--- src/rtl/melody_seq.sv ---
// Melody sequencer for the piezo note generator.
// Plays a fixed 16-entry song ROM. Each entry drives a one-hot note for
// beats*TICKS_PER_BEAT cycles. The last GAP_TICKS cycles of each entry are
// silent, so repeated notes are heard as separate notes.
module melody_seq #(
  parameter int unsigned TICKS_PER_BEAT = 25_000_000,
  // Must be >= 1 and < TICKS_PER_BEAT.
  parameter int unsigned GAP_TICKS      = 2_500_000
) (
  input  logic       clk,
  input  logic       rst,
  input  logic       start,
  input  logic       stop,
  input  logic       loop,
  output logic [4:0] noteSel,
  output logic       busy,
  output logic       done,
  output logic [3:0] noteIdx
);

  typedef enum logic [1:0] {StIdle, StNote, StGap} stateT;

  localparam logic [2:0] CodeEnd = 3'd7;

  stateT       state;
  logic [31:0] cnt;

  logic [3:0]  nextIdx;
  logic [5:0]  curEntry;
  logic [5:0]  nextEntry;
  logic [5:0]  firstEntry;
  logic [31:0] noteCycles;
  logic        nextIsEnd;

  // Song ROM: [5:3] note code, [2:0] beats.
  function automatic logic [5:0] romEntry(input logic [3:0] idx);
    logic [5:0] e;
    case (idx)
      4'd0:    e = {3'd3, 3'd1};  // G1
      4'd1:    e = {3'd3, 3'd1};  // G1
      4'd2:    e = {3'd4, 3'd1};  // A1
      4'd3:    e = {3'd4, 3'd1};  // A1
      4'd4:    e = {3'd3, 3'd1};  // G1
      4'd5:    e = {3'd3, 3'd1};  // G1
      4'd6:    e = {3'd2, 3'd2};  // E2
      4'd7:    e = {3'd3, 3'd1};  // G1
      4'd8:    e = {3'd3, 3'd1};  // G1
      4'd9:    e = {3'd2, 3'd1};  // E1
      4'd10:   e = {3'd2, 3'd1};  // E1
      4'd11:   e = {3'd1, 3'd3};  // D3
      4'd12:   e = {3'd5, 3'd1};  // REST1
      default: e = {CodeEnd, 3'd0};
    endcase
    return e;
  endfunction

  // Note code to one-hot select; rests and END are silent.
  function automatic logic [4:0] decodeNote(input logic [2:0] code);
    logic [4:0] sel;
    case (code)
      3'd0:    sel = 5'b00001;
      3'd1:    sel = 5'b00010;
      3'd2:    sel = 5'b00100;
      3'd3:    sel = 5'b01000;
      3'd4:    sel = 5'b10000;
      default: sel = 5'b00000;
    endcase
    return sel;
  endfunction

  // Audible part of an entry: whole entry length minus the trailing gap.
  function automatic logic [31:0] soundCycles(input logic [2:0] beats);
    logic [2:0] b;
    b = (beats == 3'd0) ? 3'd1 : beats;
    return 32'(b) * TICKS_PER_BEAT - GAP_TICKS;
  endfunction

  // Decode the current and the following ROM entry.
  always_comb begin
    nextIdx    = noteIdx + 4'd1;
    curEntry   = romEntry(noteIdx);
    nextEntry  = romEntry(nextIdx);
    firstEntry = romEntry(4'd0);
    noteCycles = soundCycles(curEntry[2:0]);
    // Wrapping 15->0 counts as the end of the song.
    nextIsEnd  = (nextEntry[5:3] == CodeEnd) || (nextIdx == 4'd0);
  end

  // Sequencer FSM with registered outputs.
  always_ff @(posedge clk or posedge rst) begin
    if (rst) begin
      state   <= StIdle;
      cnt     <= '0;
      noteSel <= '0;
      busy    <= 1'b0;
      done    <= 1'b0;
      noteIdx <= '0;
    end else begin
      done <= 1'b0;
      unique case (state)
        StIdle: begin
          if (start && !stop) begin
            state   <= StNote;
            cnt     <= '0;
            noteIdx <= '0;
            noteSel <= decodeNote(firstEntry[5:3]);
            busy    <= 1'b1;
          end
        end
        StNote: begin
          if (stop) begin
            state   <= StIdle;
            cnt     <= '0;
            noteSel <= '0;
            busy    <= 1'b0;
            noteIdx <= '0;
          end else if (cnt == noteCycles - 32'd1) begin
            state   <= StGap;
            cnt     <= '0;
            noteSel <= '0;
          end else begin
            cnt <= cnt + 32'd1;
          end
        end
        StGap: begin
          if (stop) begin
            state   <= StIdle;
            cnt     <= '0;
            noteSel <= '0;
            busy    <= 1'b0;
            noteIdx <= '0;
          end else if (cnt == GAP_TICKS - 32'd1) begin
            cnt <= '0;
            if (!nextIsEnd) begin
              state   <= StNote;
              noteIdx <= nextIdx;
              noteSel <= decodeNote(nextEntry[5:3]);
            end else if (loop) begin
              state   <= StNote;
              noteIdx <= '0;
              noteSel <= decodeNote(firstEntry[5:3]);
            end else begin
              state   <= StIdle;
              noteIdx <= '0;
              noteSel <= '0;
              busy    <= 1'b0;
              done    <= 1'b1;
            end
          end else begin
            cnt <= cnt + 32'd1;
          end
        end
        default: begin
          state   <= StIdle;
          cnt     <= '0;
          noteSel <= '0;
          busy    <= 1'b0;
          noteIdx <= '0;
        end
      endcase
    end
  end

endmodule

--- config.mk ---
export PLATFORM = sky130hd
export DESIGN_NAME = melody_seq
export DESIGN_NICKNAME = d
export VERILOG_FILES = /design/src/rtl/melody_seq.sv
export SDC_FILE = /design/constraint.sdc
export NUM_CORES = 1
export LEC_CHECK = 0
export CAP_MARGIN = 10
export CORE_MARGIN = 8
export CORE_UTILIZATION = 50
export CTS_BUF_LIST = sky130_fd_sc_hd__clkbuf_8
export CTS_CLUSTER_SIZE = 8
export DETAILED_ROUTE_END_ITERATION = 16
export PLACE_DENSITY = 0.69
export SYNTH_ARGS = -nofsm -noshare
export SYNTH_HDL_FRONTEND = slang
export SYNTH_SLANG_ARGS = --single-unit
export TNS_END_PERCENT = 100
--- constraint.sdc ---
create_clock -name clk -period 6.9 [get_ports clk]
set_input_delay 1.725 -clock clk [delete_from_list [all_inputs] [get_ports clk]]
set_output_delay 1.725 -clock clk [all_outputs]
set_load 0.05 [all_outputs]
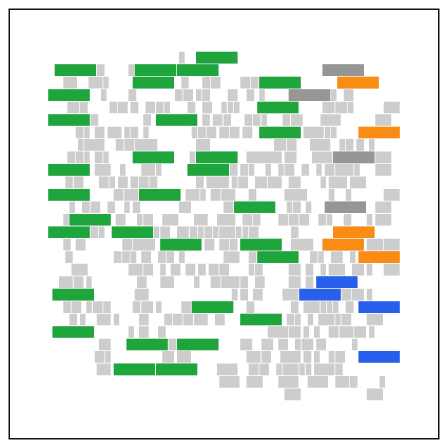
Fig. 1. Sequential cells coloured by netlist name (run 1).
Other sequential cells in the stronger grey, the rest of the logic in the fainter grey.
netlist name	colour	sequential cells
`noteIdx`	blue	4
`noteSel`	orange	5
`cnt`	green	32
Finished Core Util: 0.555
Reg area: 1130 um2
power in sequential cells: 296 uW
Seq area share: 0.347

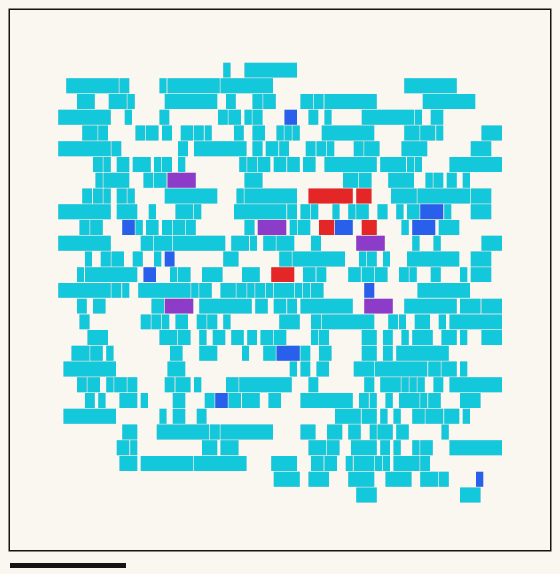
Fig. 2. Drive-strength map (run 1).
Scale bar: 20 um.
size	colour	cells	share	most used
_2 cells	blue	11	3.0%	or2_2
_0 and _1 cells	cyan	347	94%	nand2_1
_6 and larger	purple	5	1.4%	clkbuf_8
_3 and _4 cells	red	5	1.4%	buf_4
Final Cell Area: 3250 um2
area grow syn2layout: 8.62%

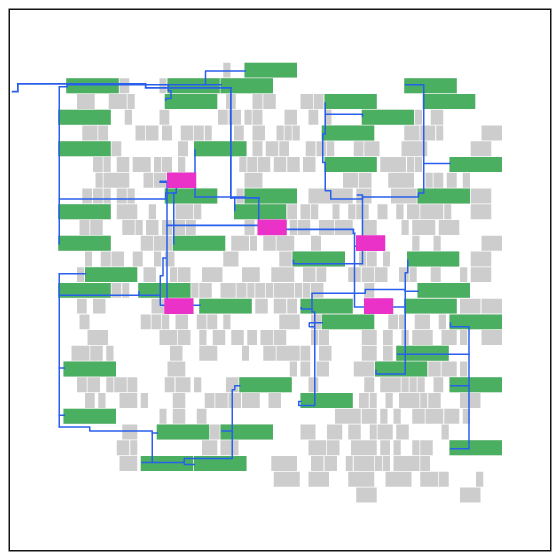
Fig. 3. Routed clock nets over the placement (run 1).
[clock wires] blue | length: 613 um
[flip-flops] green | count: 45
[clock drivers] magenta | count: 5
routed clock nets	6
clk pwr: 163 uW
clock group share of total power: 0.223
skew final: 6.78 ps
clk latency late pin: 300 ps

==> results.yml, run 1 <==
# generated from flow reports
status:
  status: "complete, no violations"
pwr:
  p_seq_frac: 0.406
  p_leak_nw: 1.27
  p_switching_uw: 296
  p_comb_frac: 0.371
  p_sw_frac: 0.405
  vdd_ir_drop_max_mv: 0.139
  powerDensity_nw_per_um2: 225
placed_design:
  place.gp.congestion: 0.823
  portBuffers: 15
  dpl.hpwl_um: 4610
yosys:
  yosys_warnings: 0
  synthDistinctLibCells: 54
  synthTopCellsByArea: "dfrtp_1, nand2_1, ha_1, nand3_1, or3_1"
  ys_cells: 364
  syn_inst: 364
  ys_ff: 45
  async_flop_share: 1.00
  syn_nets: 381
  synth-main-ff-cell: "dfrtp_1"
  synth_area_um2: 2990
  synth-edff-count: 0
  largest_area_cell: "dfrtp_1"
  synth_area_per_cell_um2: 8.22
cts:
  cts-resized-gates: 0
  cts_root_buffer: "clkbuf_8"
  clock_sinks: 45
  clk_path_buf_depth: 2
  cts_buffers: 5
  cts-htree-levels: 2
  cts_hold_buf: 0
  cts_tree: "yes"
  clk_pin_slew_ps: 90
floorplan:
  io_pins: 16
  fp_util: 0.511
  core_um2: 5850
  die_area_um2: 8710
  die_w_um: 93.4
  die_h_um: 93.4
setup_path:
  cp_cell_sequence: "clkdlybuf4s50_1, inv_1, a21boi_2, buf_4, nor2b_1, a22oi_4, nor4_1, a211o_1"
  rr_startpoint: "noteIdx[1]"
  critPathCaptureType: "flip-flop"
  cp_data_arrival_time_ps: 3960
  cp_max_fo: 39
  path_class: "input pin to flip-flop"
  required_ps: 7090
  slowest_stage: "a22oi_4"
  start_kind: "input pin"
  crit_path_start: "stop"
  critPathMaxStageDelay_ps: 610
layout:
  nets: 384
  final_cell_mix: "nand2_1, dfrtp_1, nand3_1"
  fillerInstances: 543
  diodes: 0
routing:
  drc: 0
  wirelength_um: 6770
  wl_met3_um: 251
  routed-wl-met2_um: 3170
  wire_per_inst_um: 15.3
  drtIter0Drc: 173
  ant_nets: 0
  routed.top_layer: "met4"
  viasPerCell: 5.93
  met1_length_um: 3240
timing:
  finalMaxSlewViolations: 0
  grt_setup_unrepaired: "false"
  max_freq_ghz: 0.265
  hold_violations: 0
  slew-limit-headroom: 0.363
  whs_ps: 485
  setup_viol: 0
  tightest_slew_ps: 954
job:
  warning_count: 34
  max_cap_viol_count: 0
global_routing:
  grt_pass1_wl_um: 11800
  grt_max_degree: 46
  antenna_found_initial: 0
  grt_pass1_vias: 2514
  grt_overflow: 0
min_path:
  min_path_type: "flip-flop to flip-flop"
  hp-start: "noteSel[4]"
==> run 1: metal layers <==
metal	global-route usage	vias to the layer above
met2	0.267	40
met4	0.0550	0
met5	0	-
li1	-	1333
met3	0.0304	11
met1	0.208	1241
==> run 1: per-stage QoR <==
stage,total power [mW],cells,instance area (um2),setup slack [ps]
6_report,0.731,443,3250,3130
5_1_grt,0.778,443,3250,2930
4_1_cts,0.737,443,3250,3130
3_5_place_dp,0.573,435,3160,2840
3_3_place_gp,0.570,435,3160,2870
2_1_floorplan,0.506,364,2990,3800
==> run 1: power by group through the flow <==
| stage | registers [mW] | logic, mW | clock network [mW] |
|---|---|---|---|
| 5_1_grt | 0.299 | 0.300 | 0.179 |
| 6_report | 0.296 | 0.271 | 0.163 |
| 3_3_place_gp | 0.301 | 0.269 | 0 |
| 2_1_floorplan | 0.326 | 0.179 | 0 |
| 3_5_place_dp | 0.302 | 0.272 | 0 |
| 4_1_cts | 0.296 | 0.273 | 0.168 |
==> run 1: cells in the mapped netlist, types with 2 or more instances <==
cell type,count
o21ai_0,18
dfrtp_1,45
nand3b_1,2
nor4_1,7
o31ai_1,9
mux2i_1,4
nor2b_1,8
nand2_1,47
nand3_1,26
nor2_1,14
o22ai_1,4
ha_1,12
a21o_1,3
clkbuf_1,13
and4_1,5
buf_1,2
and3_1,6
or3_1,17
inv_1,26
or2_2,4
o311ai_0,6
nor3_1,8
o21ai_1,5
and2_1,4
buf_2,4
a31oi_1,4
mux2_2,2
nand4_1,13
a22o_1,3
a21oi_1,19
==> run 1: registers in the layout, indices dropped and copies added, names as in the netlist <==
register  cells
cnt          32
noteSel       5
done          1
noteIdx       4
busy          1
state         2
==> run 1: cells by family (layout without fill, tap and decap cells) <==
kind of cell,Yosys count,after routing,synth area share
fa+ha+maj,12,12,0.0502
flops,45,45,0.376
buf+inv,47,51,0.0644
mux,6,6,0.0209
compound gates,84,84,0.185
simple gates,170,170,0.303
==> run 1: critical path: cells and delay by family <==
family | cells | cell delay (ps)
simple gates | 2 | 250
buf+inv | 3 | 950
compound gates | 3 | 1020
==> run 1: cell type report <==
| class | count | area (um2) | share of cell area |
|---|---|---|---|
| well taps | 75 | 93.8 | 0.0289 |
| flip-flops and latches | 45 | 1130 | 0.347 |
| multi-input cells | 272 | 1680 | 0.517 |
| repair buffers | 17 | 165 | 0.0508 |
| inverters | 26 | 97.6 | 0.0300 |
| clock buffers | 5 | 68.8 | 0.0212 |
| clock inverters | 3 | 17.5 | 0.00539 |
==> run 1: worst paths after layout <==
| check | to | slack (ps) | cells after the start |
|---|---|---|---|
| min in group asynchronous | noteIdx[1] | 1960 | 2 |
| hold / removal | noteSel[4] | 480 | 2 |
| max in group asynchronous | cnt[6] | 4350 | 2 |
| hold reg to reg | noteSel[4] | 480 | 2 |
| setup reg to reg | cnt[12] | 3700 | 8 |
| setup / recovery | cnt[12] | 3130 | 8 |
Fig. 4: run 1, wire density map
Scale bar: 20 um. 19 x 19 tiles, from dark purple (low) to yellow (high), scaled to the fullest tile. Values are wire area over tile area, all layers added.
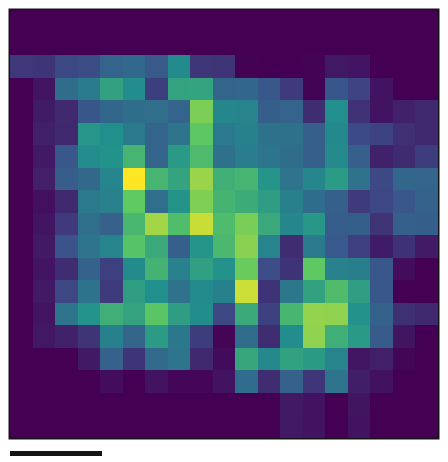

--- run 2 (diff from run 1) ---
PLACE_DENSITY = 0.72   (was 0.69)
clock period = 3.4 ns   (was 6.9 ns; I/O delays follow)
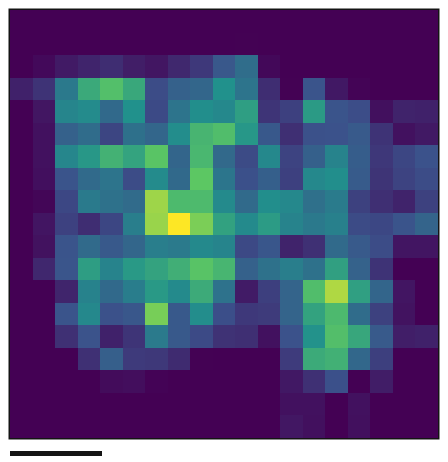
Fig. 5. Wire density map (run 2).
Scale bar: 20 um. 19 x 19 tiles, from dark purple (low) to yellow (high), scaled to the fullest tile. Values are wire area over tile area, all layers added.
nearly empty tiles	34%
tiles over half the peak	12%
fullest tile	0.59
densest ninth of the die	middle
mean over tiles	0.12
final wirelength: 6870 um
GRT Total Usage: 0.165
Routed WL per cell: 15.3 um
Vias: 2714

==> results.yml, run 2 <==
# generated from flow reports
status:
  status: "complete, no violations"
cts:
  cts-htree-levels: 2
  cts_buffers: 5
  cts-resized-gates: 0
  cts_root_buffer: "clkbuf_8"
  clock_latency_ps: 300
  cts_hold_buf: 0
  cts_tree: "yes"
  clock_sinks: 45
  clk_path_buf_depth: 2
pwr:
  p_leak_nw: 1.31
  powerDensity_nw_per_um2: 481
  vdd_ir_drop_max_mv: 0.318
  design_power_total_mw: 1.60
layout:
  regMostFlops: "cnt"
  diodes: 0
  largestRegisters: "cnt x32, noteSel x5, noteIdx x4"
  nets: 389
  area_delta_synth_final_pct: 10.9
  largest_register_ffs: 32
global_routing:
  use_met2: 0.284
  grt_use_met1: 0.206
  grt_max_degree: 46
  met3_usage: 0.0280
  grt_overflow: 0
  grt-busiest-layer: "met2"
  grt_pass1_vias: 2546
timing:
  finalMaxSlewViolations: 0
  skew_ps: 7.17
  max_freq_ghz: 0.340
  slew-limit-headroom: 0.357
  setup_viol: 0
  grt_setup_unrepaired: "false"
  hold_violations: 0
setup_path:
  rr_startpoint: "noteIdx[0]"
  endpoint: "cnt[30]"
  path_class: "flip-flop to flip-flop"
  cp_data_arrival_time_ps: 3130
  crit_family: "simple AND/OR/NAND/NOR gates"
  crit_path_start: "noteIdx[0]"
  crit_buf_inv: 1
  r2r_slack_ps: 460
  cp.depth: 9
  timing.rr.end: "cnt[30]"
  slowest_stage: "or4_4"
  cp_cell_sequence: "ha_1, ha_1, a22oi_1, mux2_2, or4_4, a22oi_4, buf_4, or3_1, nand3_1"
  critPathCaptureType: "flip-flop"
yosys:
  synth-edff-count: 0
  aoi_share: 0.185
  ys_sh_simple: 0.303
  syn_nets: 381
  synth_area_um2: 2990
  yosys_warnings: 0
  ys_ff: 45
  ys_sh_mux: 0.0209
  top_cells_by_count: "nand2_1, dfrtp_1, inv_1, nand3_1, a21oi_1"
  top_cell: "nand2_1"
  synthDistinctLibCells: 54
  xor_share: 0
  synth-main-ff-cell: "dfrtp_1"
  async_flop_share: 1.00
  ys_cells: 364
  syn_inst: 364
floorplan:
  fp_util: 0.511
  die_w_um: 93.4
  die_h_um: 93.4
  io_pins: 16
routing:
  drtIter0Drc: 170
  ant_nets: 0
placed_design:
  place.gp.congestion: 0.891
  dpl.hpwl_um: 4870
  portBuffers: 15
min_path:
  min_path_type: "flip-flop to flip-flop"
-- run 2: cell counts after synthesis --
No cell type changed its count.
-- run 2: worst min-delay path: stages, from the launching register on --
cell and delay (ps):
dfrtp_1 350, nand2_1 50, o21ai_0 60
-- run 2: logic make-up after synthesis --
kind of cell / after synthesis
flops: 45
simple gates: 170
buf+inv: 47
mux: 6
compound gates: 84
fa+ha+maj: 12
-- run 2: cell type report --
cell class / count / area, um2
Sequential cell: 45 / 1130
Fill cell: 524 / 2530
Timing Repair Buffer: 22 / 203
Clock buffer: 6 / 82.6
Inverter: 26 / 97.6
Tap cell: 75 / 93.8
Multi-Input combinational cell: 272 / 1680
Clock inverter: 2 / 33.8
-- run 2: metrics by stage --
stage	hold slack, ps	area, um2	setup slack (ps)	std cells
after floorplan	490	2990	423	364
after global placement	464	3200	507	440
after detailed placement	473	3200	465	440
after CTS	493	3320	449	448
after global routing	520	3320	286	448
final	492	3320	458	448
-- run 2: worst min path at each step --
stage	start	to	slack, ps	cells past startpoint
3_3_place_gp	noteSel[3]	noteSel[3]	460	2
6_report	noteSel[3]	noteSel[3]	490	2
4_1_cts	noteSel[3]	noteSel[3]	490	2
3_5_place_dp	noteSel[3]	noteSel[3]	470	2
5_1_grt	noteSel[1]	noteSel[1]	520	2
2_1_floorplan	cnt[1]	cnt[1]	490	2
-- run 2: per-layer routing --
metal,wire [um],part of all wire
met5,0,0
met1,3150,0.46
met3,339,0.049
met2,3340,0.49
met4,40,0.0058
-- run 2: report_power, final --
| group | total [mW] | switching, mW | internal, mW |
|---|---|---|---|
| registers | 0.600 | 0.0316 | 0.568 |
| clock network | 0.422 | 0.185 | 0.237 |
| logic | 0.574 | 0.388 | 0.185 |
| total | 1.60 | 0.605 | 0.990 |
Fig. 6: run 2, drive-strength map
Scale bar: 20 um.
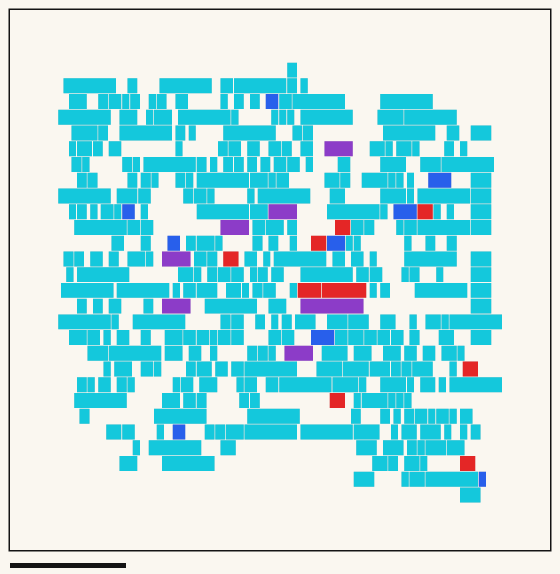

--- run 3 (diff from run 2) ---
REMOVE_ABC_BUFFERS = 1   (was default)
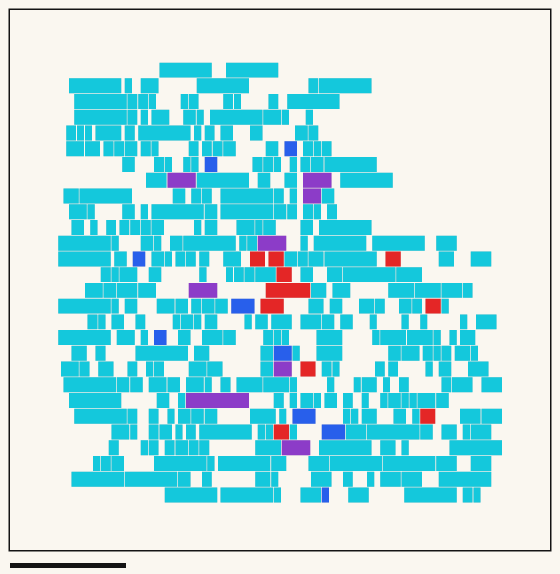
Fig. 7. Drive-strength map (run 3).
Scale bar: 20 um.
size	colour	cells	share	most used
_0 and _1 cells	cyan	347	93%	nand2_1
_3 and _4 cells	red	10	2.7%	buf_4
_6 and larger	purple	8	2.1%	clkbuf_8
_2 cells	blue	9	2.4%	or2_2
area grow syn2layout: 11.1%
Final Cell Area: 3320 um2
Buffers excl. clock: 23

==> results.yml, run 3 <==
# generated from flow reports
layout:
  diodes: 0
  comb_area_um2: 1680
  nets: 390
routing:
  drtIter0Drc: 132
  wirelength_um: 6950
  wire_per_inst_um: 15.5
min_path:
  min_to: "noteSel[3]"
  hp-start: "noteSel[3]"
  min_path_type: "flip-flop to flip-flop"
status:
  status: "complete, no violations"
global_routing:
  grt_max_degree: 32
  grt_overflow: 0
yosys:
  top_cell: "nand2_1"
  synthDistinctLibCells: 54
  synth-edff-count: 0
  synth-main-ff-cell: "dfrtp_1"
  ys_sh_mux: 0.0209
  yosys_warnings: 0
  syn_inst: 364
  xor_share: 0
  synth_area_um2: 2990
  ys_cells: 364
cts:
  cts-resized-gates: 0
  clock_latency_ps: 310
  cts_tree: "yes"
  clock_sinks: 45
  cts_buffers: 5
  cts_hold_buf: 0
  cts_root_buffer: "clkbuf_8"
timing:
  finalMaxSlewViolations: 0
  grt_setup_unrepaired: "false"
  max_freq_ghz: 0.335
  skew_ps: 14.8
  fin_ws_ps: 413
setup_path:
  r2r_slack_ps: 410
  path_class: "flip-flop to flip-flop"
  cp_data_arrival_time_ps: 3180
floorplan:
  die_w_um: 93.4
  die_h_um: 93.4
  io_pins: 16
  fp_util: 0.511
pwr:
  vdd_ir_drop_max_mv: 0.260
  design_power_total_mw: 1.60
  p_leak_nw: 1.31
  powerDensity_nw_per_um2: 480
placed_design:
  dpl.hpwl_um: 5010
  place_area_um2: 3210
## run 3: cell counts after synthesis
Identical to the previous run, type by type.
## run 3: final cells by class
class                           instances  area share
Timing Repair Buffer                   23      0.0632
Inverter                               26      0.0294
Tap cell                               75      0.0282
Clock inverter                          3      0.0143
Clock buffer                            5      0.0207
Multi-Input combinational cell        272       0.505
Sequential cell                        45       0.339
## run 3: layer usage
layer | up-vias | GRT usage | part of all wire | routed length (um)
li1 | 1348 | - | - | -
met2 | 58 | 0.295 | 0.50 | 3490
met4 | 0 | 0.0631 | 0.011 | 79
met3 | 9 | 0.0296 | 0.047 | 325
met5 | - | 0 | 0 | 0
met1 | 1265 | 0.208 | 0.44 | 3050
## run 3: logic make-up after synthesis
kind of cell / Yosys count
DFF: 45
buffers and inverters: 47
and+or+nand+nor: 170
muxes: 6
AOI/OAI and AO/OA: 84
adders and majority gates: 12
## run 3: per-stage QoR
stage,hold WS [ps],std cells
final,486,449
after global routing,518,449
after CTS,490,449
after detailed placement,471,441
after global placement,462,441
after floorplan,490,343
## run 3: how the worst max path moves through the flow
stage,depth (start not counted),start,to,slack [ps]
floorplan,6,stop,cnt[12],-800
global placement,9,noteIdx[0],cnt[30],510
detailed placement,9,noteIdx[0],cnt[28],410
CTS,9,noteIdx[0],cnt[28],410
global route,9,noteIdx[0],cnt[29],240
finish,9,noteIdx[0],cnt[28],410
## run 3: where the power goes
group	internal, mW	switching (mW)
registers	0.568	0.0324
clock network	0.224	0.203
logic	0.185	0.384
## run 3: worst max-delay path: stages, from the launching register on
cell     delay, ps
dfrtp_1        490
ha_1           250
ha_1           210
a22oi_1        210
mux2_2         370
or4_4          520
a22oi_4        350
buf_4          270
or3_1          120
o21ai_0         80
Power and IR drop assume default switching activity.
